--- config.mk ---
export PLATFORM = sky130hd
export DESIGN_NAME = aq_f_spsram_lp_wrap
export DESIGN_NICKNAME = d
export VERILOG_FILES = /design/src/rtl/aq_f_spsram_lp_wrap_pkg.sv /design/src/rtl/aq_f_spsram_array.sv /design/src/rtl/aq_f_spsram_lp_wrap.sv
export SDC_FILE = /design/constraint.sdc
export NUM_CORES = 1
export LEC_CHECK = 0
export ABC_AREA = 1
export CELL_PAD_IN_SITES_DETAIL_PLACEMENT = 0
export CELL_PAD_IN_SITES_GLOBAL_PLACEMENT = 2
export CORE_ASPECT_RATIO = 1.25
export CORE_UTILIZATION = 45
export DETAILED_ROUTE_END_ITERATION = 10
export PLACE_DENSITY_LB_ADDON = 0.08
export SKIP_LAST_GASP = 1
export SYNTH_ARGS = -nofsm -noshare
export SYNTH_HDL_FRONTEND = slang
export SYNTH_SLANG_ARGS = --single-unit
--- constraint.sdc ---
create_clock -name forever_cpuclk -period 9.95 [get_ports forever_cpuclk]
set_input_delay 1.4925 -clock forever_cpuclk [delete_from_list [all_inputs] [get_ports forever_cpuclk]]
set_output_delay 1.4925 -clock forever_cpuclk [all_outputs]
set_load 0.01 [all_outputs]
--- src/rtl/aq_f_spsram_lp_wrap_pkg.sv ---
// Shared types and defaults for the low-power single-port SRAM wrapper.
// The state encoding is visible on pwr_state, so it is fixed here rather than left to synthesis.
package aq_f_spsram_lp_wrap_pkg;

  typedef enum logic [1:0] {
    PWR_ACTIVE = 2'b00,
    PWR_SLEEP  = 2'b01,
    PWR_DSLEEP = 2'b10,
    PWR_WAKE   = 2'b11
  } pwr_state_e;

  localparam int DEF_SLP_IDLE_CYC = 16;
  localparam int DEF_SD_IDLE_CYC  = 256;
  localparam int DEF_SLP_WAKE_CYC = 1;
  localparam int DEF_SD_WAKE_CYC  = 4;

  // Width that holds the larger of two thresholds without wrapping.
  function automatic int cnt_width(input int a, input int b);
    int m;
    m = (a > b) ? a : b;
    return $clog2(m + 1);
  endfunction

endpackage

--- src/rtl/aq_f_spsram_array.sv ---
// Behavioural single-port SRAM macro: active-low CEB/WEB/BWEB, 1-cycle read, Q held when idle.
// Q is forced to zero while in light or deep sleep; replaced by the foundry macro wrapper in ASIC builds.
module aq_f_spsram_array #(
  parameter int ADDR_WIDTH = 7,
  parameter int DATA_WIDTH = 8
) (
  input  logic                  clk,
  input  logic                  ceb,
  input  logic                  web,
  input  logic [ADDR_WIDTH-1:0] a,
  input  logic [DATA_WIDTH-1:0] d,
  input  logic [DATA_WIDTH-1:0] bweb,
  input  logic                  slp,
  input  logic                  sd,
  output logic [DATA_WIDTH-1:0] q
);

  logic [DATA_WIDTH-1:0] mem [2**ADDR_WIDTH];
  logic                  powered;

  assign powered = !slp && !sd;

  always_ff @(posedge clk) begin
    if (!ceb && !web && powered) begin
      mem[a] <= (mem[a] & bweb) | (d & ~bweb);
    end
  end

  always_ff @(posedge clk) begin
    if (!powered) begin
      q <= '0;
    end else if (!ceb && web) begin
      q <= mem[a];
    end
  end

endmodule

--- src/rtl/aq_f_spsram_lp_wrap.sv ---
// SRAM wrapper: valid/ready request port, read data 1+OUT_REG cycles after accept, no response backpressure.
// Idle-driven sleep/deep-sleep sequencing; requests are held off (req_rdy=0) until the timed wake completes.
module aq_f_spsram_lp_wrap
  import aq_f_spsram_lp_wrap_pkg::*;
#(
  parameter int ADDR_WIDTH   = 7,
  parameter int DATA_WIDTH   = 8,
  parameter int OUT_REG      = 1,
  parameter int SLP_IDLE_CYC = DEF_SLP_IDLE_CYC,
  parameter int SD_IDLE_CYC  = DEF_SD_IDLE_CYC,
  parameter int SLP_WAKE_CYC = DEF_SLP_WAKE_CYC,
  parameter int SD_WAKE_CYC  = DEF_SD_WAKE_CYC
) (
  input  logic                  forever_cpuclk,
  input  logic                  cpurst_b,
  input  logic                  lp_en,
  input  logic                  req_vld,
  output logic                  req_rdy,
  input  logic                  req_wr,
  input  logic [ADDR_WIDTH-1:0] req_addr,
  input  logic [DATA_WIDTH-1:0] req_wdata,
  input  logic [DATA_WIDTH-1:0] req_bwen,
  output logic                  rsp_vld,
  output logic [DATA_WIDTH-1:0] rsp_rdata,
  output logic [1:0]            pwr_state
);

  localparam int ICW = cnt_width(SLP_IDLE_CYC, SD_IDLE_CYC);
  localparam int WCW = cnt_width(SLP_WAKE_CYC, SD_WAKE_CYC);

  pwr_state_e            state_q, state_d;
  logic [ICW-1:0]        idle_q, idle_d;
  logic [WCW-1:0]        wake_q, wake_d;
  logic                  accept;
  logic                  rd_p1_q;
  logic                  rd_inflight;
  logic [DATA_WIDTH-1:0] mem_q;

  assign req_rdy   = (state_q == PWR_ACTIVE);
  assign accept    = req_vld && req_rdy;
  assign pwr_state = state_q;

  aq_f_spsram_array #(
    .ADDR_WIDTH(ADDR_WIDTH),
    .DATA_WIDTH(DATA_WIDTH)
  ) u_array (
    .clk  (forever_cpuclk),
    .ceb  (!accept),
    .web  (!req_wr),
    .a    (req_addr),
    .d    (req_wdata),
    .bweb (~req_bwen),
    .slp  (state_q == PWR_SLEEP),
    .sd   (state_q == PWR_DSLEEP),
    .q    (mem_q)
  );

  always_ff @(posedge forever_cpuclk or negedge cpurst_b) begin
    if (!cpurst_b) begin
      state_q <= PWR_ACTIVE;
      idle_q  <= '0;
      wake_q  <= '0;
    end else begin
      state_q <= state_d;
      idle_q  <= idle_d;
      wake_q  <= wake_d;
    end
  end

  always_comb begin
    state_d = state_q;
    idle_d  = idle_q;
    wake_d  = wake_q;
    case (state_q)
      PWR_ACTIVE: begin
        // An accept on the threshold cycle takes priority over sleep entry.
        if (accept || rd_inflight || !lp_en) begin
          idle_d = '0;
        end else if (idle_q == ICW'(SLP_IDLE_CYC - 1)) begin
          state_d = PWR_SLEEP;
          idle_d  = '0;
        end else begin
          idle_d = idle_q + 1'b1;
        end
      end
      PWR_SLEEP: begin
        if (req_vld || !lp_en) begin
          state_d = PWR_WAKE;
          wake_d  = WCW'(SLP_WAKE_CYC);
          idle_d  = '0;
        end else if (idle_q == ICW'(SD_IDLE_CYC - 1)) begin
          state_d = PWR_DSLEEP;
          idle_d  = '0;
        end else begin
          idle_d = idle_q + 1'b1;
        end
      end
      PWR_DSLEEP: begin
        if (req_vld || !lp_en) begin
          state_d = PWR_WAKE;
          wake_d  = WCW'(SD_WAKE_CYC);
        end
      end
      PWR_WAKE: begin
        if (wake_q <= WCW'(1)) begin
          state_d = PWR_ACTIVE;
          wake_d  = '0;
        end else begin
          wake_d = wake_q - 1'b1;
        end
      end
      default: state_d = PWR_ACTIVE;
    endcase
  end

  // rd_p1_q marks the cycle the macro Q carries the read word.
  always_ff @(posedge forever_cpuclk or negedge cpurst_b) begin
    if (!cpurst_b) begin
      rd_p1_q <= 1'b0;
    end else begin
      rd_p1_q <= accept && !req_wr;
    end
  end

  generate
    if (OUT_REG != 0) begin : g_oreg
      logic                  rd_p2_q;
      logic [DATA_WIDTH-1:0] rdata_q;

      always_ff @(posedge forever_cpuclk or negedge cpurst_b) begin
        if (!cpurst_b) begin
          rd_p2_q <= 1'b0;
          rdata_q <= '0;
        end else begin
          rd_p2_q <= rd_p1_q;
          if (rd_p1_q) begin
            rdata_q <= mem_q;
          end
        end
      end

      assign rsp_vld     = rd_p2_q;
      assign rsp_rdata   = rdata_q;
      assign rd_inflight = rd_p1_q || rd_p2_q;
    end else begin : g_noreg
      logic [DATA_WIDTH-1:0] hold_q;

      // Q drops to zero in sleep, so the last response is kept locally.
      always_ff @(posedge forever_cpuclk or negedge cpurst_b) begin
        if (!cpurst_b) begin
          hold_q <= '0;
        end else if (rd_p1_q) begin
          hold_q <= mem_q;
        end
      end

      assign rsp_vld     = rd_p1_q;
      assign rsp_rdata   = rd_p1_q ? mem_q : hold_q;
      assign rd_inflight = rd_p1_q;
    end
  endgenerate

endmodule

**Run 1: the clock network**

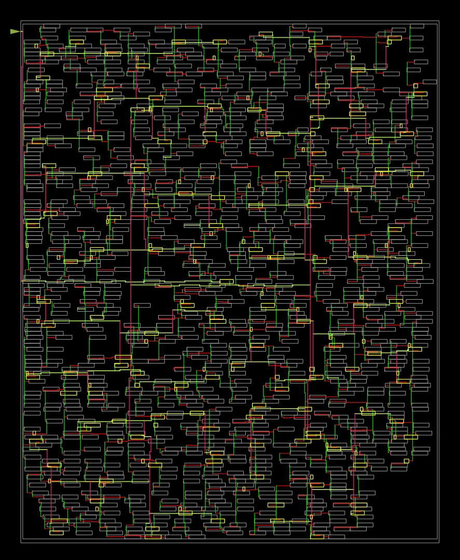
Num CTS Buffers: 111
CLK BUF: 132
final clock skew: 0.0191 ns

**Run 1: wiring by layer**

Scale: 1 px per um.
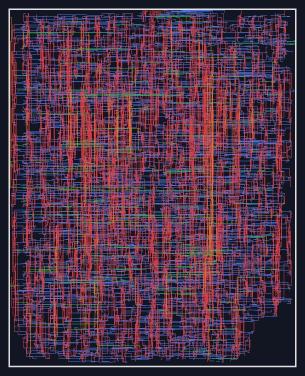
- green: metal 3 (wire length 5100 um)
- red: metal 2 (wire length 61.2 mm)
- orange: metal 4 (wire length 3520 um)
- blue: metal 1 (wire length 55.5 mm)

**Run 1: wires at chosen ports, followed through buffers**

Scale: 1.5 px per um.
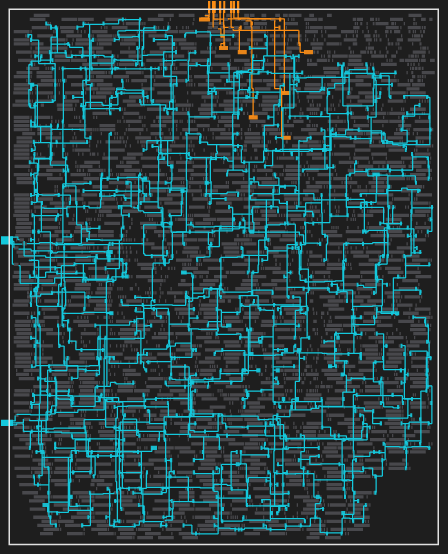
- orange: `req_bwen` (direction input; edge top; end cells 16; buffers 8; wire 467 um)
- cyan: `req_addr` (direction input; edge left; end cells 906; buffers 21; wire 14500 um)

==> run 1: layout make-up <==
class                      instances  area share [%]
sequential                      1056            62.5
multi-input combinational       3156            24.5
clock buffer                     132            5.75
tap                             1310            3.25
timing repair buffer              87            1.77
clock inverter                    75            1.51
inverter                          92           0.720
==> run 1: power breakdown <==
part           leakage, nW  internal, mW  switching (mW)
Sequential            9.66          5.00          0.0334
Combinational         9.38         0.211           0.654
Clock                 1.78          2.46            1.75
==> run 1: tightest hold or removal path: stages, from the launching register on <==
cell	delay [ns]
dfxtp_1	0.31
nand2_1	0.05
nand2_1	0.04
==> run 1: sequential cells by signal, indices dropped and copies added (netlist names) <==
name	count
idle_q	9
wake_q	3
u_array.q	8
pwr_state	2
rsp_rdata	8
u_array.mem	1024
rd_p1_q	1
rsp_vld	1
==> run 1: through the flow <==
stage | setup WS, ns | hold slack (ns) | utilization [%]
after floorplan | 3.28 | 0.352 | -
after global placement | 3.93 | 0.431 | 47.2
after detailed placement | 3.92 | 0.429 | 47.2
after CTS | 4.65 | 0.436 | 50.9
after global routing | 4.30 | 0.449 | 50.9
final | 4.65 | 0.434 | 50.9
==> run 1: per-layer routing <==
metal  up-vias  share of wire [%]  GRT usage [%]
met5         -                  0              0
met4         0                2.8           7.93
met3       182                4.1           2.74
met2       596                 49           41.9
met1     14418                 44           33.8
li1      14610                  -              -
==> run 1: synthesized netlist by cell type (all sizes together) (2+ instances only) <==
cell    count  area (um2)
xor2        2        17.5
nand2    2793       10500
dfxtp       8         160
ha          9         113
clkinv      2        7.51
a21oi      31         155
buf       124         652
o21ai      61         305
or2         7        43.8
a31oi       2        12.5
clkbuf     97         364
nor3        7        35.0
o211ai     10        75.1
edfxtp   1024       30700
nand3      35         175
dfrtp      24         601
nand4       9        56.3
nor2      185         694
inv        90         338
==> run 1: logic make-up after synthesis <==
family                   Yosys count  share of synthesized area, %
AND/OR/NAND/NOR                 3038                          25.5
AND-OR/OR-AND                    107                          1.26
flip-flops                      1056                          69.9
XOR/XNOR                           2                        0.0389
buffers and inverters            313                          3.02
adder cells (fa/ha/maj)            9                         0.250
==> run 1: placed cells by master (no fill, tap or decap), types with 2 or more instances in the layout <==
cell type / Yosys / layout
edfxtp_1: 1024 / 1024
clkdlybuf4s50_1: 0 / 36
clkbuf_1: 97 / 19
inv_8: 0 / 2
clkinv_2: 0 / 22
nand3_2: 0 / 6
ha_1: 9 / 9
nand3_1: 35 / 29
inv_1: 88 / 87
nor3_2: 0 / 3
o21ai_0: 25 / 25
a21oi_1: 31 / 31
dfrtp_1: 24 / 24
o21ai_4: 0 / 7
nor2_1: 185 / 181
o21ai_1: 36 / 29
nand4_1: 9 / 9
clkbuf_16: 0 / 113
bufinv_16: 0 / 15
or2_2: 6 / 6
inv_6: 0 / 5
clkinv_1: 2 / 26
nand2_1: 2793 / 2792
dfxtp_1: 8 / 8
a31oi_1: 2 / 2
xor2_1: 2 / 2
clkinvlp_4: 0 / 8
buf_4: 8 / 38
nor2_2: 0 / 3
nor3_1: 7 / 4
o211ai_1: 10 / 10
buf_12: 0 / 11
==> notes.md, run 1 <==
fresh numbers from the pnr run: status completed, Final Max Tran Viols 0, largest net degree at the start of global routing 150, die width 285 um, crit-path max cell delay 0.81 ns, Final Setup Violations 0, ratio of cells with drive above 1 in the final layout 5.33%, hold path startpoint u_array.q[7]$_SDFFE_PN0P_, fin crit share 53.3%, vias in the first global route 29036, Critical Path End Type register, Max-Cap Viols 0, yosys cell count 4525, Fmax 189 MHz, placed cells 5701, Fillers 9160, Late-Pin Clk Latency 0.70 ns, fraction of registers with async set/reset 2.27%, launching point of the worst reg2reg path pwr_state[0]$_DFFE_PN0P_, Top FF cell, synth edfxtp_1, Post-DP Area 0.0468 mm2, worst-margin pin slew 1.22 ns, CP cell instances buf_8 -> buf_4 -> buf_4 -> nand2_1 -> nand2_1 -> nand2_1 -> nand2_1 -> nand2_1 -> nand2_1 -> nand2_1 -> nand2_1 -> o21ai_1 -> nand2_1 -> nor2_1 -> o21ai_4 -> buf_4, Clock Tree Buf Depth 3, CTS tree done, CTS H-tree lvls 3, Post-synth EDFFs 1024, tool warning count 50, mean area per synthesized cell 9.96 um2, DR vias/cell 5.05, R2R depth 7, Cell Type Count 30, DR vias 29806, Mapped Cells 4525, Post-synth seq share 69.9%, Routed Antenna Nets 0, Area growth, synth to finish 11.9%, crit path buf inv count 4, Gate Area 0.0123 mm2, core area 0.0991 mm2, r2r setup slk 5.37 ns, wire per inst 21.2 um, IO Pins 40, yosys warning tally 0, CP max FO 76, Sink Count 1056, DIE HEIGHT 356 um, PwrDens 200 mW/mm2, Clock Pin Slew Worst Setup and Hold Paths 0.06 ns, row count 129, total grt overflow 0, unrepaired setup endpoints after global routing no, Total GRT Usage 24.9%, final instance area 0.0504 mm2, drt drc 0, Period minus WS final 5.30 ns, CP Depth 16, final std cells w/o fill 5908, chip area 0.101 mm2, Initial DRC Count 2292, Design Power 10.1 mW, FP Util 45.5%, Pre-Repair DR Iteration Count 5, Port Buffers 39, cts hold-fix bufs 0, Final Hold Vio Count 0, Synth flops 1056, Reg area 0.0315 mm2, Peak VDD IR 0.000155 V, CP Launch Point req_addr[0], hold crit path type register to register, Post-CTS Setup Inserts 0, Worst Path Required 10.31 ns, initial antenna violation count 2, relative slew slack 18.6%, Routed WL 125000 um, Nets 4541, post_cts resized 0, Clock Root Buffer clkbuf_16, Worst setup SP type primary input, cell area after synthesis 0.0451 mm2, first-pass GRT wire length 188000 um, Post-DP HPWL 71100 um, slowest library cell on the worst path buf_4, post-synthesis net count 4562, RR Endpoint u_array.mem[122][1]$_DFFE_PP_, Antenna diodes 0, CP endpoint u_array.mem[84][3]$_DFFE_PP_, cell mode on critical path nand2_1, hold path cells 2, Final Wtd Congestion 0.820, Worst Path Arrival 5.66 ns, setup TNS 0 ns, Min-Delay Endpoint rsp_rdata[7]$_DFFE_PN0P_, CP delay by family, top buffers and inverters, WS Path Type primary input to register, chip area line of the yosys report 0.0451 mm2
**Run 1: sequential cells grouped by signal name**

Scale: 1 px per um.
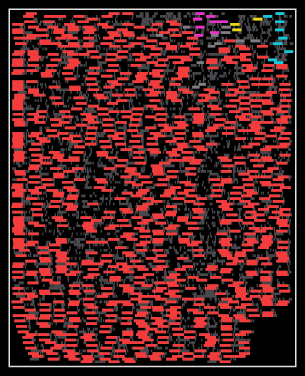

--- run 2 (diff from run 1) ---
--- a/config.mk
+++ b/config.mk
@@ -9,7 +9,7 @@
 export CELL_PAD_IN_SITES_DETAIL_PLACEMENT = 0
 export CELL_PAD_IN_SITES_GLOBAL_PLACEMENT = 2
 export CORE_ASPECT_RATIO = 1.25
-export CORE_UTILIZATION = 45
+export CORE_UTILIZATION = 38
 export DETAILED_ROUTE_END_ITERATION = 10
 export PLACE_DENSITY_LB_ADDON = 0.08
 export SKIP_LAST_GASP = 1
==> constraint.sdc (replaced) <==
create_clock -name forever_cpuclk -period 4.5 [get_ports forever_cpuclk]
set_input_delay 0.675 -clock forever_cpuclk [delete_from_list [all_inputs] [get_ports forever_cpuclk]]
set_output_delay 0.675 -clock forever_cpuclk [all_outputs]
set_load 0.01 [all_outputs]
**Run 2: sequential cells grouped by signal name**

Scale: 1 px per um.
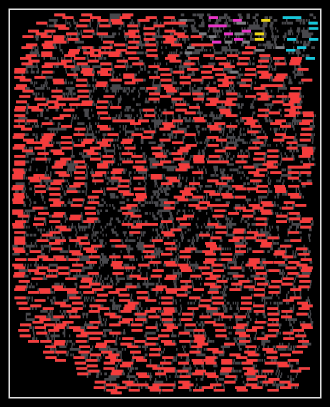
- yellow: `wake_q` (placed flops 3)
- red: `u_array.mem` (placed flops 1024; where all over the die)
- cyan: `idle_q` (placed flops 9; where top right)
- magenta: `rsp_rdata` (placed flops 8)
- not colored: 12

==> run 2 against run 1 <==
Net effect:
- via count is 2.0% higher
- global-route usage fell by 1.5 points
- clock skew rose by 0.018 ns
- critical endpoint is now u_array.mem[5][5]$_DFFE_PP_
- clock-buffer cell count up 11
- power rose by 120%
==> notes.md, run 2 <==
fresh numbers from the pnr run: most common logic cells in the final layout 2792 x nand2_1, 1024 x edfxtp_1, 181 x nor2_1, 117 x clkbuf_16, 109 x buf_4, crit-path max cell delay 0.89 ns (+0.08 ns), initial antenna violation count 0 (-2), setup TNS 0 ns (unchanged), Synth flops 1056 (unchanged), Final Setup Violations 0 (unchanged), most frequent logic cell in the layout nand2_1, Fmax 289 MHz, drt drc 0 (unchanged), Worst Path Required 4.82 ns (-5.49 ns), DR vias/cell 4.85 (-3.8%), ratio of cells with drive above 1 in the final layout 7.02% (+1.7 points), mean area per synthesized cell 9.96 um2 (unchanged), placed cells 6052 (+6.2%), Routed WL 139000 um (+11%), Fillers 11411 (+25%), wire per inst 22.1 um (+4.2%), yosys cell count 4525 (unchanged), Mapped Cells 4525 (unchanged), Sink Count 1056 (unchanged), Max-Cap Viols 0 (unchanged), Critical Path End Type register, post-synthesis net count 4562 (unchanged), M1 WL 62200 um (+12%), row count 140 (+8.5%), slowest library cell on the worst path nor2_1, fraction of registers with async set/reset 2.27% (unchanged), Initial DRC Count 2418 (+5.5%), Final Hold Vio Count 0 (unchanged), status completed, largest registers u_array.mem: 1024 flops, idle_q: 9 flops, Worst Path Arrival 3.78 ns (-1.88 ns), WS Path Type register to register, largest net degree at the start of global routing 123 (-18%), yosys warning tally 0 (unchanged), first-pass GRT wire length 205000 um (+8.9%), Clock Pin Slew Worst Setup and Hold Paths 0.06 ns (about the same), hold crit path type primary input to async pin, max FFs per register 1024 (unchanged), Peak VDD IR 0.000318 V (+110%), DIE HEIGHT 387 um (+8.8%), most common cell in the netlist nand2_1, Synth area leader edfxtp_1, tool warning count 36 (-28%), Cell Type Count 30 (unchanged), Synth area leaders edfxtp_1 68%, nand2_1 23%, nor2_1 1.5%, Total GRT Usage 23.4% (-1.5 points), Clock Root Buffer clkbuf_16, CP delay by family, top simple AND/OR/NAND/NOR gates, Num CTS Buffers 113 (+1.8%), Post-CTS Setup Inserts 0 (unchanged), post_cts resized 0 (unchanged), met2 wire len 66500 um (+8.6%), Final Max Tran Viols 0 (unchanged), Final Wtd Congestion 0.814 (-0.80%), final clock skew 0.0371 ns (+0.0181 ns), Late-Pin Clk Latency 0.73 ns (+0.03 ns), Post-synth EDFFs 1024 (unchanged), Period minus WS final 3.46 ns, most instantiated cells after synthesis 2793 x nand2_1, 1024 x edfxtp_1, 185 x nor2_1, crit path buf inv count 5 (+1), total grt overflow 0 (unchanged), PwrDens 432 mW/mm2 (+120%), fin crit share 76.9%, Post-synth seq share 69.9% (unchanged), DR vias 30408 (+2.0%), worst-margin pin slew 1.18 ns (-0.0326 ns), die width 310 um (+8.8%), CP cell instances inv_1 -> ha_1 -> nand2_1 -> inv_1 -> nand3_1 -> clkinv_1 -> buf_4 -> nand3_2 -> buf_4 -> nor2_1, Area growth, synth to finish 14.7%, FP Util 38.5% (-7.0 points), Final Util 44.2% (-6.7 points), Top-area cell share 68.2% (unchanged), CP max FO 11 (-86%), final std cells w/o fill 6266 (+6.1%), Nets 4642 (+2.2%), wire length on met3 5860 um (+15%), Top FF cell, synth edfxtp_1, CTS H-tree lvls 3 (unchanged), unrepaired setup endpoints after global routing no, vias in the first global route 29825 (+2.7%), relative slew slack 20.8% (+2.2 points), Routed Antenna Nets 0 (unchanged), Clock Tree Buf Depth 3 (unchanged), core area 0.117 mm2 (+18%), Antenna diodes 0 (unchanged), cell area after synthesis 0.0451 mm2 (unchanged), Worst setup SP type register
**Run 2: wires at chosen ports, followed through buffers**

Scale: 1 px per um.
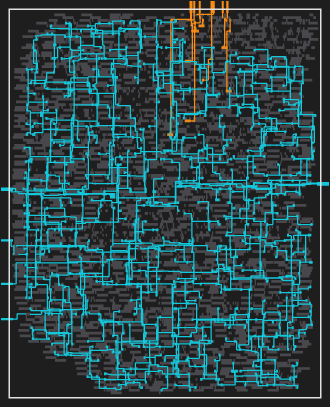
IO Pins: 40
Port Buffers: 39

run 2: cell counts after synthesis:
Identical to the previous run, type by type.
run 2: cell type report:
class / instances / area, um2 / share of cell area (%)
clock inverter: 71 / 534 / 1.03
inverter: 92 / 363 / 0.702
tap: 1562 / 1950 / 3.78
timing repair buffer: 186 / 1990 / 3.84
multi-input combinational: 3156 / 12300 / 23.9
clock buffer: 143 / 3030 / 5.85
sequential: 1056 / 31500 / 60.9
run 2: cells by family (layout without fill, tap and decap cells):
family	Yosys count	count (layout)	share of synthesized area, %
buf+inv	313	492	3.02
fa+ha+maj	9	9	0.250
compound gates	107	107	1.26
xor+xnor	2	2	0.0389
flops	1056	1056	69.9
simple gates	3038	3038	25.5
run 2: worst paths after layout:
kind	start	to	slack (ns)	cells after the start
max reg2reg	pwr_state[0]$_DFFE_PN0P_	u_array.mem[5][5]$_DFFE_PP_	1.04	10
min in group forever_cpuclk	u_array.q[1]$_SDFFE_PN0P_	rsp_rdata[1]$_DFFE_PN0P_	0.44	2
min	cpurst_b	idle_q[7]$_DFFE_PN0P_	0.31	2
min reg2reg	u_array.q[1]$_SDFFE_PN0P_	rsp_rdata[1]$_DFFE_PN0P_	0.44	2
max in group asynchronous	cpurst_b	rsp_rdata[0]$_DFFE_PN0P_	3.93	2
max	pwr_state[0]$_DFFE_PN0P_	u_array.mem[5][5]$_DFFE_PP_	1.04	10
run 2: report_power, final:
| group | leakage (nW) | internal (mW) | switching (mW) |
|---|---|---|---|
| Combinational | 9.99 | 0.572 | 1.52 |
| Sequential | 9.66 | 11.1 | 0.0666 |
| Clock | 1.73 | 5.18 | 3.92 |
run 2: routing by layer:
layer  GRT usage (%)  vias up
li1                -    14823
met1            32.1    14793
met2            38.2      602
met3            2.84      190
met4            7.81        0
met5               0        -
run 2: per-stage QoR:
stage | power, mW | setup WS [ns] | hold slack, ns | cell area [um2]
after floorplan | 12.5 | 0.209 | 0.352 | 45100
after global placement | 13.5 | 0.330 | 0.421 | 48100
after detailed placement | 13.5 | 0.314 | 0.438 | 48100
after CTS | 22.6 | 0.952 | 0.270 | 51700
after global routing | 23.1 | 0.846 | 0.335 | 51700
final | 22.3 | 1.04 | 0.312 | 51700
Power and IR drop assume default switching activity.
